==> run_1/zoom.png <==
Bar = 5 um. Window x 214 to 234, y 214 to 234 um. Cells in gray, sequential cells in the stronger gray; small squares are vias.
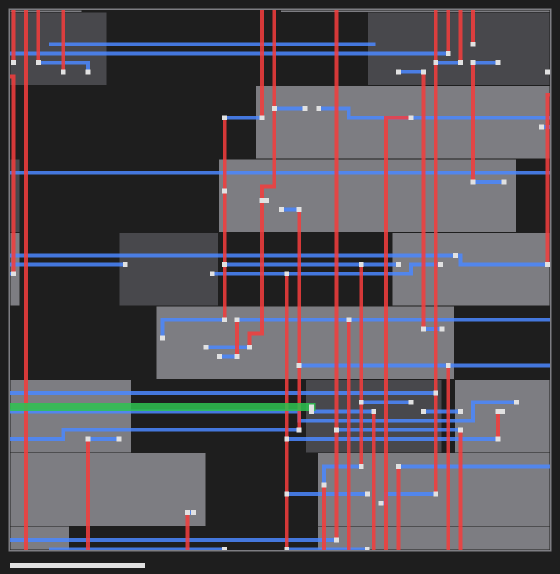
==> run_1/met1.png <==
Bar = 100 um.
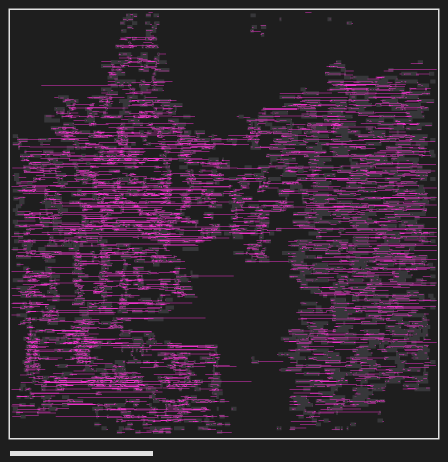
==> run_1/wire_density.png <==
30 x 30 tiles, from white (low) to dark blue (high), scaled to the fullest tile. Values are wire area over tile area, all layers added.
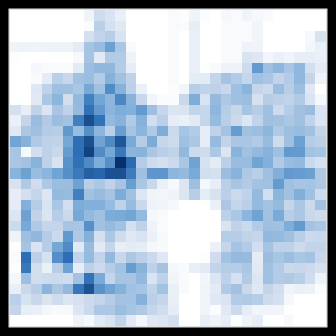
**config.mk**
```make
export PLATFORM = sky130hd
export DESIGN_NAME = mic_playback_dma
export DESIGN_NICKNAME = d
export VERILOG_FILES = /design/src/rtl/mic_dma_pkg.sv /design/src/rtl/mic_rd_fifo.sv /design/src/rtl/mic_playback_dma.sv
export SDC_FILE = /design/constraint.sdc
export NUM_CORES = 1
export LEC_CHECK = 0
export ABC_AREA = 0
export CELL_PAD_IN_SITES_DETAIL_PLACEMENT = 0
export CELL_PAD_IN_SITES_GLOBAL_PLACEMENT = 1
export CORE_MARGIN = 1.5
export CORE_UTILIZATION = 25
export CTS_BUF_LIST = sky130_fd_sc_hd__clkbuf_8
export DETAILED_ROUTE_END_ITERATION = 8
export MAX_ROUTING_LAYER = met4
export PLACE_DENSITY = 0.52
export SKIP_LAST_GASP = 1
export SLEW_MARGIN = 20
export SYNTH_ARGS = -nofsm -noshare
export SYNTH_HDL_FRONTEND = slang
export SYNTH_SLANG_ARGS = --single-unit
```
**constraint.sdc**
```tcl
create_clock -name CLK -period 7.07 [get_ports CLK]
set_input_delay 1.414 -clock CLK [delete_from_list [all_inputs] [get_ports CLK]]
set_output_delay 1.414 -clock CLK [all_outputs]
set_load 0.05 [all_outputs]
```
**src/rtl/mic_dma_pkg.sv**
```systemverilog
// Shared definitions for the microphone playback DMA: state encoding,
// default region stride, pair-index width and the region address helper.
package mic_dma_pkg;

  localparam int PAIR_W = 3;
  localparam logic [31:0] REGION_STRIDE_DEFAULT = 32'd7680000;

  typedef enum logic [2:0] {
    ST_IDLE  = 3'd0,
    ST_SETUP = 3'd1,
    ST_ISSUE = 3'd2,
    ST_DRAIN = 3'd3,
    ST_FIN   = 3'd4
  } dma_state_e;

  // Byte address of a sample word; all arithmetic wraps modulo 2^32.
  function automatic logic [31:0] region_addr(input logic [31:0]       base,
                                              input logic [PAIR_W-1:0] pair,
                                              input logic [31:0]       sample,
                                              input logic [31:0]       stride);
    logic [31:0] pair_ext;
    pair_ext = {{(32-PAIR_W){1'b0}}, pair};
    return base + (pair_ext * stride) + {sample[29:0], 2'b00};
  endfunction

endpackage

```
**src/rtl/mic_rd_fifo.sv**
```systemverilog
// Return-data FIFO for the playback DMA: holds {pair tag, data word}.
// Head outputs read zero while empty so the stream is quiet after a flush.
module mic_rd_fifo
  import mic_dma_pkg::*;
#(
  parameter int DEPTH = 8
) (
  input  logic                   CLK,
  input  logic                   RESET,
  input  logic                   push,
  input  logic [PAIR_W-1:0]      push_pair,
  input  logic [31:0]            push_data,
  input  logic                   pop,
  output logic [PAIR_W-1:0]      head_pair,
  output logic [31:0]            head_data,
  output logic                   full,
  output logic                   empty,
  output logic [$clog2(DEPTH):0] count
);

  localparam int AW = $clog2(DEPTH);

  logic [PAIR_W+31:0] mem [DEPTH];
  logic [AW-1:0]      wr_ptr;
  logic [AW-1:0]      rd_ptr;
  logic               do_push;
  logic               do_pop;

  assign empty   = (count == '0);
  assign full    = (count == (AW+1)'(DEPTH));
  assign do_pop  = pop && !empty;
  // A push into a full FIFO is accepted only when the head leaves the same cycle.
  assign do_push = push && (!full || do_pop);

  assign {head_pair, head_data} = empty ? '0 : mem[rd_ptr];

  always_ff @(posedge CLK) begin
    if (do_push)
      mem[wr_ptr] <= {push_pair, push_data};
  end

  always_ff @(posedge CLK) begin
    if (RESET) begin
      wr_ptr <= '0;
      rd_ptr <= '0;
      count  <= '0;
    end else begin
      if (do_push)
        wr_ptr <= wr_ptr + AW'(1);
      if (do_pop)
        rd_ptr <= rd_ptr + AW'(1);
      if (do_push && !do_pop)
        count <= count + (AW+1)'(1);
      else if (!do_push && do_pop)
        count <= count - (AW+1)'(1);
    end
  end

endmodule

```
**src/rtl/mic_playback_dma.sv**
```systemverilog
// Avalon-MM read-master DMA replaying per-pair sample regions as an interleaved stream.
// Optional half-way latch ports compiled in with MIC_PLAYBACK_DMA_HALF_LATCH_EN.
module mic_playback_dma
  import mic_dma_pkg::*;
#(
  parameter int          NUM_MIC_PAIRS = 5,
  parameter logic [31:0] REGION_STRIDE = REGION_STRIDE_DEFAULT,
  parameter int          FIFO_DEPTH    = 8
) (
  input  logic        CLK,
  input  logic        RESET,
  output logic [31:0] AM_ADDR,
  output logic [2:0]  AM_BURSTCOUNT,
  output logic [3:0]  AM_BYTEENABLE,
  output logic        AM_READ,
  input  logic        AM_WAITREQUEST,
  input  logic [31:0] AM_READDATA,
  input  logic        AM_READDATAVALID,
  input  logic        start,
  input  logic [31:0] start_address,
  input  logic [31:0] number_samples,
  input  logic        end_ack,
  output logic [31:0] out_data,
  output logic [2:0]  out_pair,
  output logic        out_valid,
  input  logic        out_ready,
  output logic        end_latch,
  output logic        FINISHED,
  output logic        busy
`ifdef MIC_PLAYBACK_DMA_HALF_LATCH_EN
  ,
  input  logic        half_way_ack,
  output logic        half_way_latch
`endif
);

  localparam int CW = $clog2(FIFO_DEPTH) + 1;
  localparam logic [PAIR_W-1:0] LAST_PAIR = PAIR_W'(NUM_MIC_PAIRS - 1);

  dma_state_e         state;
  logic [31:0]        base_addr;
  logic [31:0]        num_samples;
  logic [PAIR_W-1:0]  req_pair;
  logic [31:0]        req_sample;
  logic [PAIR_W-1:0]  ret_pair;
  logic [31:0]        frames_done;
  logic [CW-1:0]      outstanding;
  logic               final_popped;

  logic               fifo_full;
  logic               fifo_empty;
  logic [CW-1:0]      fifo_count;
  logic               credit_ok;
  logic               accept;
  logic               last_req;
  logic               push;
  logic               pop;
  logic               final_pop;
  logic               in_transfer;

  assign AM_BURSTCOUNT = 3'd1;
  assign AM_BYTEENABLE = 4'hF;

  assign busy        = (state == ST_SETUP) || (state == ST_ISSUE) || (state == ST_DRAIN);
  assign FINISHED    = (state == ST_FIN);
  assign in_transfer = (state == ST_ISSUE) || (state == ST_DRAIN);

  // Reads in flight plus words already buffered may never exceed the FIFO size,
  // so every returning word is guaranteed a slot.
  assign credit_ok = !fifo_full &&
                     (({1'b0, outstanding} + {1'b0, fifo_count}) < (CW+1)'(FIFO_DEPTH));
  assign AM_READ   = (state == ST_ISSUE) && credit_ok;
  assign AM_ADDR   = (state == ST_ISSUE) ?
                     region_addr(base_addr, req_pair, req_sample, REGION_STRIDE) : '0;
  assign accept    = AM_READ && !AM_WAITREQUEST;
  assign last_req  = (req_pair == LAST_PAIR) && (req_sample == num_samples - 32'd1);

  assign push      = AM_READDATAVALID && in_transfer;
  assign out_valid = !fifo_empty;
  assign pop       = out_valid && out_ready;
  assign final_pop = pop && (state == ST_DRAIN) && (out_pair == LAST_PAIR) &&
                     (frames_done == num_samples - 32'd1);

  mic_rd_fifo #(
    .DEPTH (FIFO_DEPTH)
  ) u_fifo (
    .CLK       (CLK),
    .RESET     (RESET),
    .push      (push),
    .push_pair (ret_pair),
    .push_data (AM_READDATA),
    .pop       (pop),
    .head_pair (out_pair),
    .head_data (out_data),
    .full      (fifo_full),
    .empty     (fifo_empty),
    .count     (fifo_count)
  );

  always_ff @(posedge CLK) begin
    if (RESET) begin
      state        <= ST_IDLE;
      base_addr    <= '0;
      num_samples  <= '0;
      req_pair     <= '0;
      req_sample   <= '0;
      ret_pair     <= '0;
      frames_done  <= '0;
      outstanding  <= '0;
      final_popped <= 1'b0;
    end else begin
      if (accept && !push)
        outstanding <= outstanding + CW'(1);
      else if (!accept && push)
        outstanding <= outstanding - CW'(1);
      // Slave returns in order, so tags simply follow issue order.
      if (push)
        ret_pair <= (ret_pair == LAST_PAIR) ? '0 : ret_pair + PAIR_W'(1);
      if (pop && in_transfer && (out_pair == LAST_PAIR))
        frames_done <= frames_done + 32'd1;
      if (final_pop)
        final_popped <= 1'b1;

      case (state)
        ST_IDLE: begin
          if (start)
            state <= ST_SETUP;
        end
        ST_SETUP: begin
          base_addr    <= start_address;
          num_samples  <= number_samples;
          req_pair     <= '0;
          req_sample   <= '0;
          ret_pair     <= '0;
          frames_done  <= '0;
          outstanding  <= '0;
          final_popped <= 1'b0;
          state        <= (number_samples == 32'd0) ? ST_FIN : ST_ISSUE;
        end
        ST_ISSUE: begin
          if (accept) begin
            if (req_pair == LAST_PAIR) begin
              req_pair   <= '0;
              req_sample <= req_sample + 32'd1;
            end else begin
              req_pair <= req_pair + PAIR_W'(1);
            end
            if (last_req)
              state <= ST_DRAIN;
          end
        end
        ST_DRAIN: begin
          if (final_popped && (outstanding == '0) && fifo_empty)
            state <= ST_FIN;
        end
        ST_FIN: begin
          if (!start)
            state <= ST_IDLE;
        end
        default: state <= ST_IDLE;
      endcase
    end
  end

  always_ff @(posedge CLK) begin
    if (RESET)
      end_latch <= 1'b0;
    else if (end_ack)
      end_latch <= 1'b0;
    else if (final_pop)
      end_latch <= 1'b1;
  end

`ifdef MIC_PLAYBACK_DMA_HALF_LATCH_EN
  logic half_set;

  assign half_set = in_transfer && (num_samples != 32'd0) &&
                    (frames_done >= (num_samples >> 1));

  always_ff @(posedge CLK) begin
    if (RESET)
      half_way_latch <= 1'b0;
    else if (half_way_ack)
      half_way_latch <= 1'b0;
    else if (half_set)
      half_way_latch <= 1'b1;
  end
`endif

endmodule

```
==> impl_metrics.yaml, run 1 <==
# synthesis and place-and-route metrics
power_and_ir_drop:
  power_frac_seq: 0.343
  p_sw_w: 0.003513
  total_power_w: 0.009154
  p_per_area_nw_per_um2: 343.7
  ir_worst_vdd_uv: 245.4
  combPwrFrac: 0.384
layout:
  largest-register: "u_fifo.mem"
  finalNetCount: 2235
  clock_buffers: 91
synthesis:
  ys_seq_share: 0.5270
  edf_count: 280
flow_run:
  drv_cap: 0
timing:
  period_used_share: 0.9552
  worst_pin_slew_ns: 1.015
status:
  outcome: "complete, no violations"
route:
  drt-initial-drc-count: 837
  dr.pass1.iters: 5
placed_design:
  pre_cts_ws_ns: 0.7466
  io_buffers: 174
floorplanning:
  die_x_um: 298.9
  die-area_um2: 89310
min_path:
  hold_end: "base_addr[1]$_SDFFE_PP0P_"
critical_path:
  cp_slowest_cell: "fa_1"
  arrival_ns: 5.34
  startpoint_type: "flip-flop"
global_routing:
  grt.busiest_layer: "met2"
cts:
  cts_tree: "done"
Back to the opening pictures, zoom.png:
legend:
  blue:
    layer: met1
  green:
    layer: met3
  red:
    layer: met2
most frequent: edfxtp_1 (6)
netlist names of flops here include: u_fifo.mem (6)
cells with their middle in the window: 9
sequential cells in the window: 6

Back to the opening pictures, met1.png:
nets with wire on the layer: 2089
wire length on this layer: 26.6 mm
final wirelength: 62050 um
vias: 15020
M1 GR Usage: 0.1681

Back to the opening pictures, wire_density.png:
mean over tiles: 0.11
emptiest ninth of the die: top center
nearly empty tiles: 17%
tiles over half the peak: 8.9%
fullest tile: 0.44
densest ninth of the die: middle left
average wire per standard cell: 19.01 um
GRT Overall Usage: 0.1430

==> run 1: power groups by stage <==
stage / logic [W] / clock network (W) / registers (W)
global route: 0.00383 / 0.00272 / 0.00317
CTS: 0.00351 / 0.00262 / 0.00320
detailed placement: 0.00349 / 0 / 0.00325
global placement: 0.00348 / 0 / 0.00325
floorplan: 0.00264 / 0 / 0.00301
finish: 0.00351 / 0.00250 / 0.00314
==> run 1: layer usage <==
metal / part of all wire / vias up
li1: - / 7186
met4: 0.023 / 0
met3: 0.044 / 103
met2: 0.50 / 321
met1: 0.43 / 7410
met5: 0 / -
==> run 1: worst min-delay path, stage by stage (launching register included) <==
cell,delay [ns]
dfxtp_1,0.30
nand2_1,0.05
a21oi_1,0.05
==> run_1/metal_stack.png <==
Bar = 100 um. Two of the layers only.
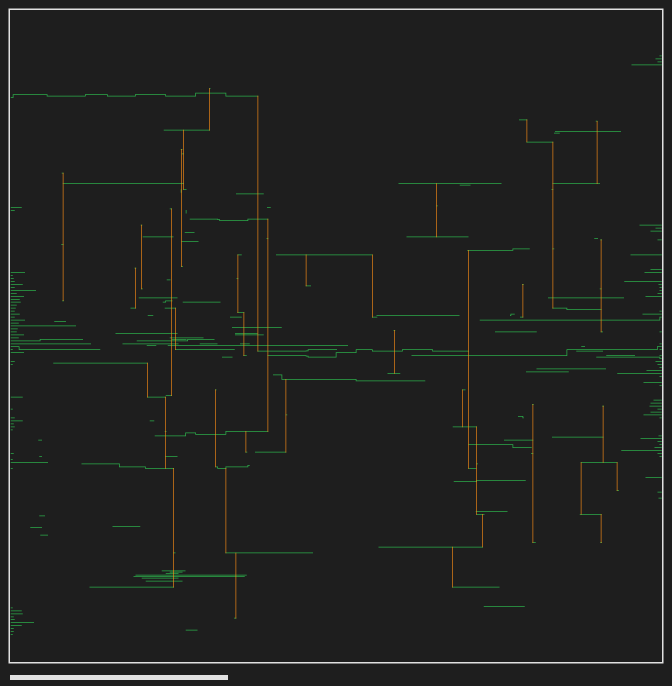

==> run 2: changes to the inputs <==
- CORE_UTILIZATION: 25 -> 49
- PLACE_DENSITY: 0.52 -> 0.83
==> run_2/metal_stack.png <==
Bar = 50 um. Two of the layers only.
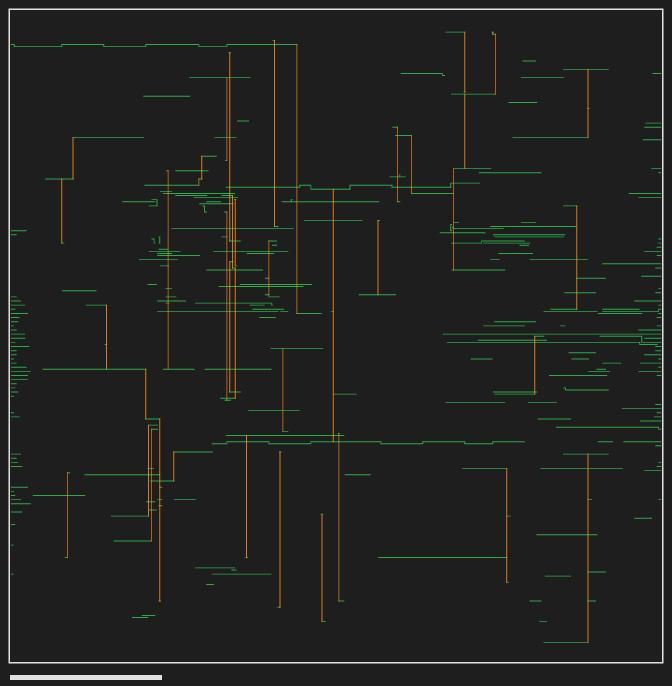
legend:
  green:
    layer: met3
    wire_length: 2540 um
  orange:
    layer: met4
    wire_length: 1390 um
vias: 15060
GRT Overall Usage: 0.2354
average wire per standard cell: 19.40 um
final wirelength: 52080 um

==> run 2 against run 1 <==
Effect of this change: largest cell class unchanged; critical endpoint unchanged; wire length is 16% lower; worst setup slack gained 0.082 ns; critical path depth is 1 lower; final area is 3.7% lower; die area shrank 49%; via count up 0.27%.
==> impl_metrics.yaml, run 2 <==
# synthesis and place-and-route metrics
status:
  outcome: "complete, no violations"
power_and_ir_drop:
  combPwrFrac: 0.383
  clk-power_w: 0.00224
  ir_worst_vdd_uv: 191.4
  power_frac_seq: 0.361
  powerSeq_w: 0.00316
  p_per_area_nw_per_um2: 341.3
  p_comb_w: 0.00336
  maxPowerGroup: "combinational logic"
  total_power_w: 0.008758
critical_path:
  cp_slowest_cell: "fa_1"
  arrival_ns: 5.26
  startpoint_type: "flip-flop"
flow_run:
  drv_cap: 0
placed_design:
  io_buffers: 174
  pre_cts_ws_ns: 0.5897
layout:
  final_area_um2: 25660
  largest_reg_flops: 280
  clock_buffers: 89
  largest-register: "u_fifo.mem"
  nFlopsAndLatches: 436
global_routing:
  grt_use_met1: 0.2905
  grt.busiest_layer: "met2"
route:
  drt-initial-drc-count: 1075
  wl_met3_um: 2544
  met1Wirelength_um: 21980
floorplanning:
  die-area_um2: 45940
  fp_util: 0.4959
  die_x_um: 214.3
timing:
  worst_pin_slew_ns: 0.8458
  period_used_share: 0.9436
synthesis:
  ys_chip_area_um2: 21880
  ys_seq_share: 0.5270
==> run 2: cell counts after synthesis <==
Identical to the previous run, type by type.
==> run 2: repair_timing <==
item / in CTS / in global routing
pin swaps: 0 / 0
resized: 2 / 5
setup endpoints to repair: 2 / 10
hold endpoints to repair: 0 / 0
==> run 2: final timing paths <==
check | start | endpoint | depth (start not counted)
min reg2reg | final_popped$_SDFFE_PP0P_ | final_popped$_SDFFE_PP0P_ | 2
min | final_popped$_SDFFE_PP0P_ | final_popped$_SDFFE_PP0P_ | 2
max | req_pair[1]$_SDFFE_PP0P_ | AM_ADDR[29] | 21
max reg2reg | flip-flop | frames_done[24]$_SDFFE_PP0P_ | 7
==> run_2/met1.png <==
Bar = 50 um.
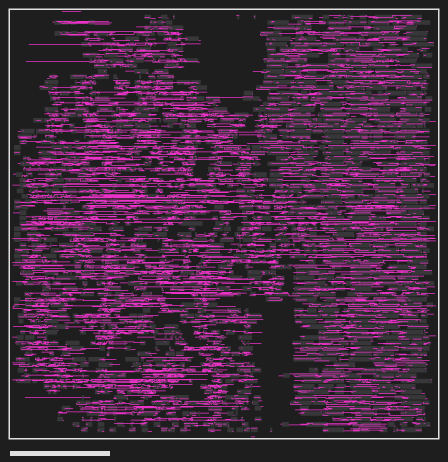

==> run 3: changes to the inputs <==
- PLACE_DENSITY: 0.83 -> 0.93
==> run_3/met1.png <==
Bar = 50 um.
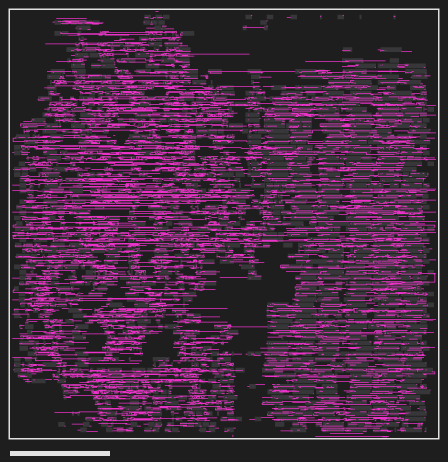
final wirelength: 52510 um
vias: 15140
M1 GR Usage: 0.2897

==> run 3 against run 2 <==
Effect of this change: clock power fell by 7%; combinational power is 2% higher; wire length increased by 0.84%; final area fell by 0.43%; via count increased by 0.50%; largest cell class unchanged; area after synthesis stayed put; non-clock buffer count up 1; critical endpoint is now AM_ADDR[24]; die area is the same; sequential power fell by 2%; worst hold slack got worse by 0.0065 ns.
==> impl_metrics.yaml, run 3 <==
# synthesis and place-and-route metrics
layout:
  largest-register: "u_fifo.mem"
  final_area_um2: 25550
  largest_reg_flops: 280
power_and_ir_drop:
  total_power_w: 0.008626
  combPwrFrac: 0.397
  power_frac_seq: 0.360
  p_per_area_nw_per_um2: 337.6
  clk-power_w: 0.00209
  p_comb_w: 0.00343
  powerSeq_w: 0.00311
  maxPowerGroup: "combinational logic"
synthesis:
  ys_chip_area_um2: 21880
  ys_seq_share: 0.5270
min_path:
  hold_end: "base_addr[0]$_SDFFE_PP0P_"
  holdPathStages: 2
critical_path:
  r2r_end: "outstanding[3]$_SDFFE_PP0P_"
  setup.worst_path.end: "AM_ADDR[24]"
  cp.depth: 16
  arrival_ns: 5.21
  r2r.worst_path.cells: 11
  regToRegSetupSlack_ns: 3.13
  startpoint: "req_pair[1]$_SDFFE_PP0P_"
  cp_slowest_cell: "clkdlybuf4s50_1"
  startpoint_type: "flip-flop"
floorplanning:
  fp_util: 0.4959
  die_x_um: 214.3
  die-area_um2: 45940
global_routing:
  grt_util_all_layers: 0.2365
  grt.busiest_layer: "met2"
route:
  wire_per_inst_um: 19.59
  drt-initial-drc-count: 1101
status:
  outcome: "complete, no violations"
placed_design:
  pre_cts_ws_ns: 0.5550
  io_buffers: 174
timing:
  worst_pin_slew_ns: 1.055
  period_used_share: 0.9367
flow_run:
  drv_cap: 0
## run 3: what timing repair did
item	in CTS	in global routing
pin swaps	0	0
endpoints found under the setup margin	1	7
gates resized	1	8
## run 3: final cells by class
type                       instances  area [um2]  share of cell area
antenna                            2       5.005           0.0001959
clock buffer                      75        1032             0.04040
clock inverter                    49       312.8             0.01224
inverter                          55       206.4            0.008081
multi-input combinational       1274        9794              0.3834
sequential                       436       11540              0.4516
tap                              592       740.7             0.02899
timing repair buffer             197        1919             0.07513
## run 3: layer usage
metal	vias up	share of wire
met4	0	0.029
met1	7391	0.42
li1	7158	-
met3	105	0.047
met5	-	0
met2	481	0.50

==> layout pictures side by side <==
Routing congestion.
image #1
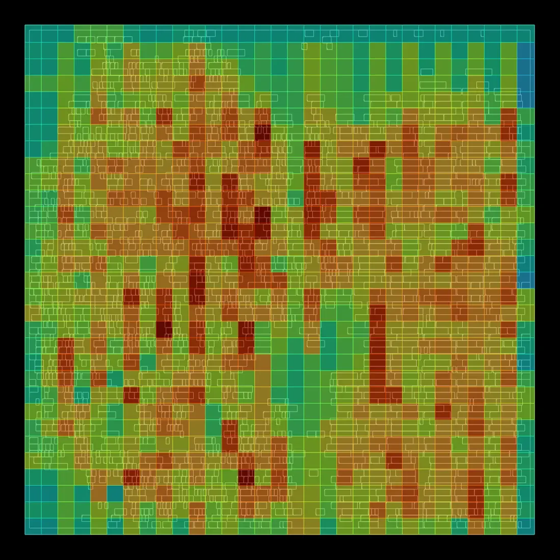
image #2
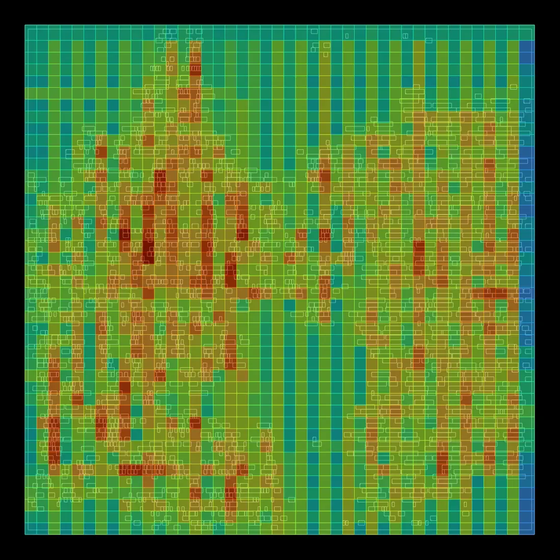
Run 1 is image #2.
Run 3 is image #1.
- highest utilization: image #1

Power figures rest on the tool's default switching activity, not on a simulated workload.
